### Logic cells by family

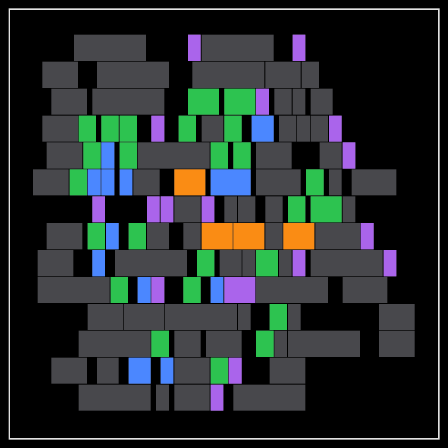
### Power grid

Pins as bars on the die edge.
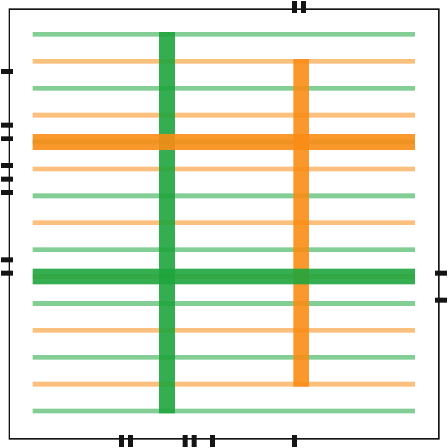
### Cell classes on the final placement

Scale bar: 10 microns. Fill, decap, tap and diode cells in grey.
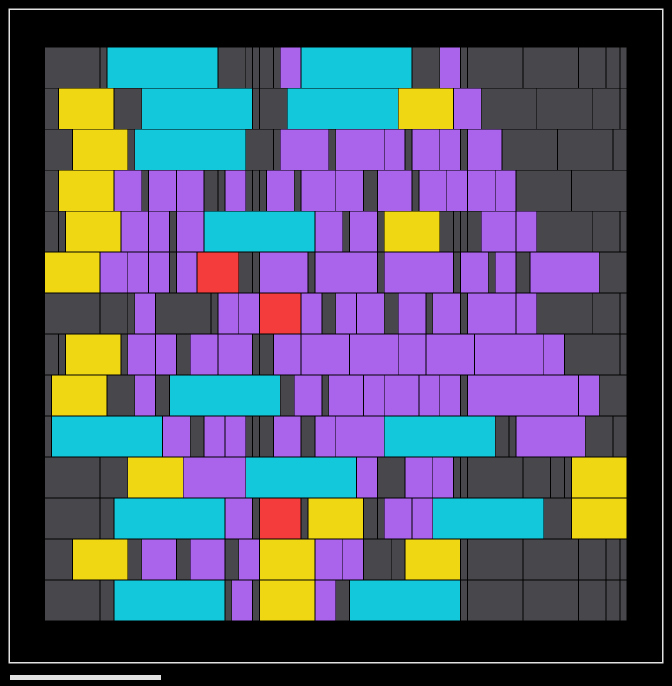
### config.mk
export PLATFORM = sky130hd
export DESIGN_NAME = addsub_accumulator
export DESIGN_NICKNAME = d
export VERILOG_FILES = /design/src/rtl/addsub_pkg.sv /design/src/rtl/adder_subtractor_with_overflow.sv /design/src/rtl/addsub_accumulator.sv
export SDC_FILE = /design/constraint.sdc
export NUM_CORES = 1
export LEC_CHECK = 0
export ABC_AREA = 1
export ABC_CLOCK_PERIOD_IN_PS = 4750
export CORE_MARGIN = 2
export CORE_UTILIZATION = 52
export CTS_CLUSTER_SIZE = 20
export DETAILED_ROUTE_END_ITERATION = 8
export GPL_ROUTABILITY_DRIVEN = 0
export PLACE_DENSITY = 0.88
export SKIP_LAST_GASP = 1
export SYNTH_ARGS = -nofsm -noshare
export SYNTH_HDL_FRONTEND = slang
export SYNTH_SLANG_ARGS = --single-unit
### constraint.sdc
create_clock -name clk -period 4.75 [get_ports clk]
set_clock_uncertainty 0.2 [all_clocks]
set_input_delay 0.95 -clock clk [delete_from_list [all_inputs] [get_ports clk]]
set_output_delay 0.95 -clock clk [all_outputs]
set_load 0.02 [all_outputs]
### src/rtl/addsub_pkg.sv
// Shared encodings for the add/subtract accumulator: command opcodes and FSM states.
package addsub_pkg;

  localparam logic [1:0] OP_ADD   = 2'b00;
  localparam logic [1:0] OP_SUB   = 2'b01;
  localparam logic [1:0] OP_LOAD  = 2'b10;
  localparam logic [1:0] OP_CLEAR = 2'b11;

  localparam logic [1:0] ST_IDLE = 2'd0;
  localparam logic [1:0] ST_EXEC = 2'd1;
  localparam logic [1:0] ST_RESP = 2'd2;

endpackage

### src/rtl/adder_subtractor_with_overflow.sv
// Combinational n-bit adder/subtractor: s = x + y (add_n=0) or x + ~y + 1 (add_n=1),
// with carry-out (no-borrow for subtract) and signed two's-complement overflow.
module adder_subtractor_with_overflow #(
  parameter int n = 4
) (
  input  logic [n-1:0] x,
  input  logic [n-1:0] y,
  input  logic         add_n,
  output logic [n-1:0] s,
  output logic         c_out,
  output logic         overflow
);

  logic [n-1:0] y_eff;
  logic [n:0]   full;

  // Subtraction reuses the adder: invert the operand and inject the +1 as carry-in.
  assign y_eff = y ^ {n{add_n}};
  assign full  = {1'b0, x} + {1'b0, y_eff} + {{n{1'b0}}, add_n};
  assign s     = full[n-1:0];
  assign c_out = full[n];

  // Same-sign effective operands producing a result of the other sign.
  assign overflow = ~(x[n-1] ^ y_eff[n-1]) & (s[n-1] ^ x[n-1]);

endmodule

### src/rtl/addsub_accumulator.sv
// Handshaked accumulator (IDLE -> EXEC -> RESP) around adder_subtractor_with_overflow.
// Optional macro ADDSUB_ACC_SAT_EN saturates acc on ADD/SUB signed overflow.
module addsub_accumulator
  import addsub_pkg::*;
#(
  parameter int n = 4
) (
  input  logic         clk,
  input  logic         rst_n,
  input  logic         in_valid,
  output logic         in_ready,
  input  logic [1:0]   op,
  input  logic [n-1:0] y,
  output logic [n-1:0] acc,
  output logic         c_out,
  output logic         overflow,
  output logic         out_valid,
  input  logic         out_ready
);

  logic [1:0]   state;
  logic [1:0]   op_reg;
  logic [n-1:0] y_reg;
  logic [n-1:0] sum;
  logic [n-1:0] next_acc;
  logic         as_c_out;
  logic         as_overflow;

  adder_subtractor_with_overflow #(.n(n)) u_addsub (
    .x        (acc),
    .y        (y_reg),
    .add_n    (op_reg[0]),
    .s        (sum),
    .c_out    (as_c_out),
    .overflow (as_overflow)
  );

`ifdef ADDSUB_ACC_SAT_EN
  // NOTE: every path assigns next_acc, so this always_comb cannot infer a latch.
  // A nonnegative accumulator can only overflow upward, a negative one downward.
  always_comb begin
    next_acc = sum;
    if (as_overflow)
      next_acc = acc[n-1] ? {1'b1, {(n-1){1'b0}}} : {1'b0, {(n-1){1'b1}}};
  end
`else
  assign next_acc = sum;
`endif

  // Handshake outputs come straight from the state register.
  assign in_ready  = (state == ST_IDLE);
  assign out_valid = (state == ST_RESP);

  // NOTE: sequential state uses non-blocking assignments so every register samples pre-edge values.
  always_ff @(posedge clk) begin
    if (!rst_n) begin
      state    <= ST_IDLE;
      op_reg   <= OP_ADD;
      y_reg    <= '0;
      acc      <= '0;
      c_out    <= 1'b0;
      overflow <= 1'b0;
    end else begin
      case (state)
        ST_IDLE: begin
          if (in_valid) begin
            op_reg <= op;
            y_reg  <= y;
            state  <= ST_EXEC;
          end
        end
        ST_EXEC: begin
          case (op_reg)
            OP_ADD, OP_SUB: begin
              acc      <= next_acc;
              c_out    <= as_c_out;
              overflow <= overflow | as_overflow;
            end
            OP_LOAD: begin
              acc   <= y_reg;
              c_out <= 1'b0;
            end
            default: begin
              acc      <= '0;
              c_out    <= 1'b0;
              overflow <= 1'b0;
            end
          endcase
          state <= ST_RESP;
        end
        ST_RESP: begin
          if (out_ready) state <= ST_IDLE;
        end
        default: state <= ST_IDLE;
      endcase
    end
  end

endmodule

==> results_tabular.tex <==
% Synthesis and place-and-route results
\begin{tabular}{lr}
\hline
Metric & Value \\
\hline
\multicolumn{2}{l}{\textbf{Outcome}} \\
Run status & complete, no violations \\
\multicolumn{2}{l}{\textbf{Pwr}} \\
Sw frac & 31.6\% \\
Pint & 0.192 mW \\
Power of the combinational group & 0.0813 mW \\
Top contributor to total power & registers \\
Sequential power & 0.135 mW \\
\multicolumn{2}{l}{\textbf{Global route}} \\
Global-route wire length before repair & 2.56 mm \\
Pin count of the biggest net entering global routing & 12 \\
Number of global-route vias before repair & 633 \\
\multicolumn{2}{l}{\textbf{Clock network}} \\
Total of hold buffers inserted after clock tree synthesis & 0 \\
Clock tree buffer depth & 2 \\
\multicolumn{2}{l}{\textbf{Logic synthesis}} \\
Most frequent cells after synthesis & dfxtp\_1 (14), inv\_1 (13), nand2\_1 (11) \\
Mapped Cells & 105 \\
\multicolumn{2}{l}{\textbf{STA}} \\
Final worst path period need & 2.60 ns \\
Worst Tran Pin Value & 0.330 ns \\
\multicolumn{2}{l}{\textbf{Final layout}} \\
Fraction of layout cells with a size suffix above 1 & 16.3\% \\
Ant diodes & 0 \\
\multicolumn{2}{l}{\textbf{Critical path}} \\
Worst endpoint data arrival time & 1.45 ns \\
Crit-path cells & inv\_2, nor2\_1, clkdlybuf4s50\_1 \\
\multicolumn{2}{l}{\textbf{Worst hold path}} \\
Hold wc startpoint & overflow \\
\multicolumn{2}{l}{\textbf{Drt}} \\
Average via count per standard cell & 5.21 \\
Antenna violation net count after detailed routing & 0 \\
Post-DR wirelength/cell & 10.5 microns \\
\multicolumn{2}{l}{\textbf{Floorplanning}} \\
Initial Util & 54.5\% \\
Row count & 14 \\
\multicolumn{2}{l}{\textbf{Placement}} \\
Detailed-placement wirelength estimate & 1.20 mm \\
\hline
\end{tabular}
## Picture notes: 'Logic cells by family'
- inverters: purple (cells 17; most used inv_1)
- NOR gates: blue (cells 12; most used nor2_1)
- XOR/XNOR gates: orange (cells 4; where centre)
- inverting AOI/OAI gates: green (cells 25; most used o21ai_1)
post-layout instance count excluding filler cells: 139
combinational share of cell area: 43.4%
dominant logic cell type in the layout: clkdlybuf4s50_1

## Picture notes: 'Power grid'
- VSS: green
- VDD: orange
- signal pins: 18
- met4 straps: 2
- met5 straps: 2
- met1 rails: 15
- rows: 14
CORE AREA: 1470 sq um
height of the chip: 43.3 microns
peak ir drop on the vdd network: 0.197 mV
die width: 43.3 microns

## Picture notes: 'Cell classes on the final placement'
- flip-flops: cyan (cells 14; share of their area 29%)
- cells driving clock nets: red (cells 3; share of their area 2.3%)
- other buffers and delay cells: yellow (cells 17; share of their area 18%)
- all other logic: purple (cells 89; share of their area 51%)
post-route cell area: 992 sq um
register share of the cell area: 28.2%
utilization of the core after routing: 67.4%

worst max path at each step:
stage / startpoint / to / slack, ns / cells after the start
after detailed placement: state[1] / out_valid / 2.46 / 3
final: state[1] / out_valid / 2.15 / 3
after global placement: state[1] / out_valid / 2.49 / 3
after CTS: state[1] / out_valid / 2.16 / 3
after global routing: state[1] / out_valid / 2.09 / 3
after floorplan: state[1] / out_valid / 2.90 / 2
metal layers:
metal | wire [microns] | global-route usage (%) | part of all wire, % | vias up
li1 | - | - | - | 375
met1 | 621 | 21.1 | 43 | 325
met2 | 757 | 31.9 | 52 | 20
met3 | 60 | 3.83 | 4.1 | 4
met4 | 21 | 7.27 | 1.4 | 0
met5 | 0 | 0 | 0 | -
cell families after synthesis:
logic type      after synthesis  synth area share, %
buf+inv                      19                 11.4
fa+ha+maj                     5                 8.74
simple gates                 38                 23.4
flops                        14                 34.9
compound gates               25                 17.2
xor+xnor                      4                 4.37
critical path: cells and delay by family (launching register included):
| kind | cells | cell delay (ns) |
|---|---|---|
| DFF | 1 | 0.38 |
| and+or+nand+nor | 1 | 0.11 |
| buffers and inverters | 2 | 0.68 |
through the flow:
step	power, mW	std cells	worst slack [ns]	util, %	hold WS, ns
floorplan	0.196	105	2.90	-	0.256
global placement	0.217	136	2.49	65.9	0.249
detailed placement	0.220	136	2.46	65.9	0.247
CTS	0.282	139	2.16	67.4	0.260
global route	0.299	139	2.09	67.4	0.290
finish	0.281	139	2.15	67.4	0.261
cell type report:
class	instances	area [sq um]	share of cell area [%]
well taps	16	20.0	2.02
multi-input cells	72	430	43.4
flip-flops and latches	14	280	28.2
clock buffers	3	22.5	2.27
repair buffers	17	170	17.2
inverters	17	68.8	6.94
Power is estimated from default activity; no workload was simulated.
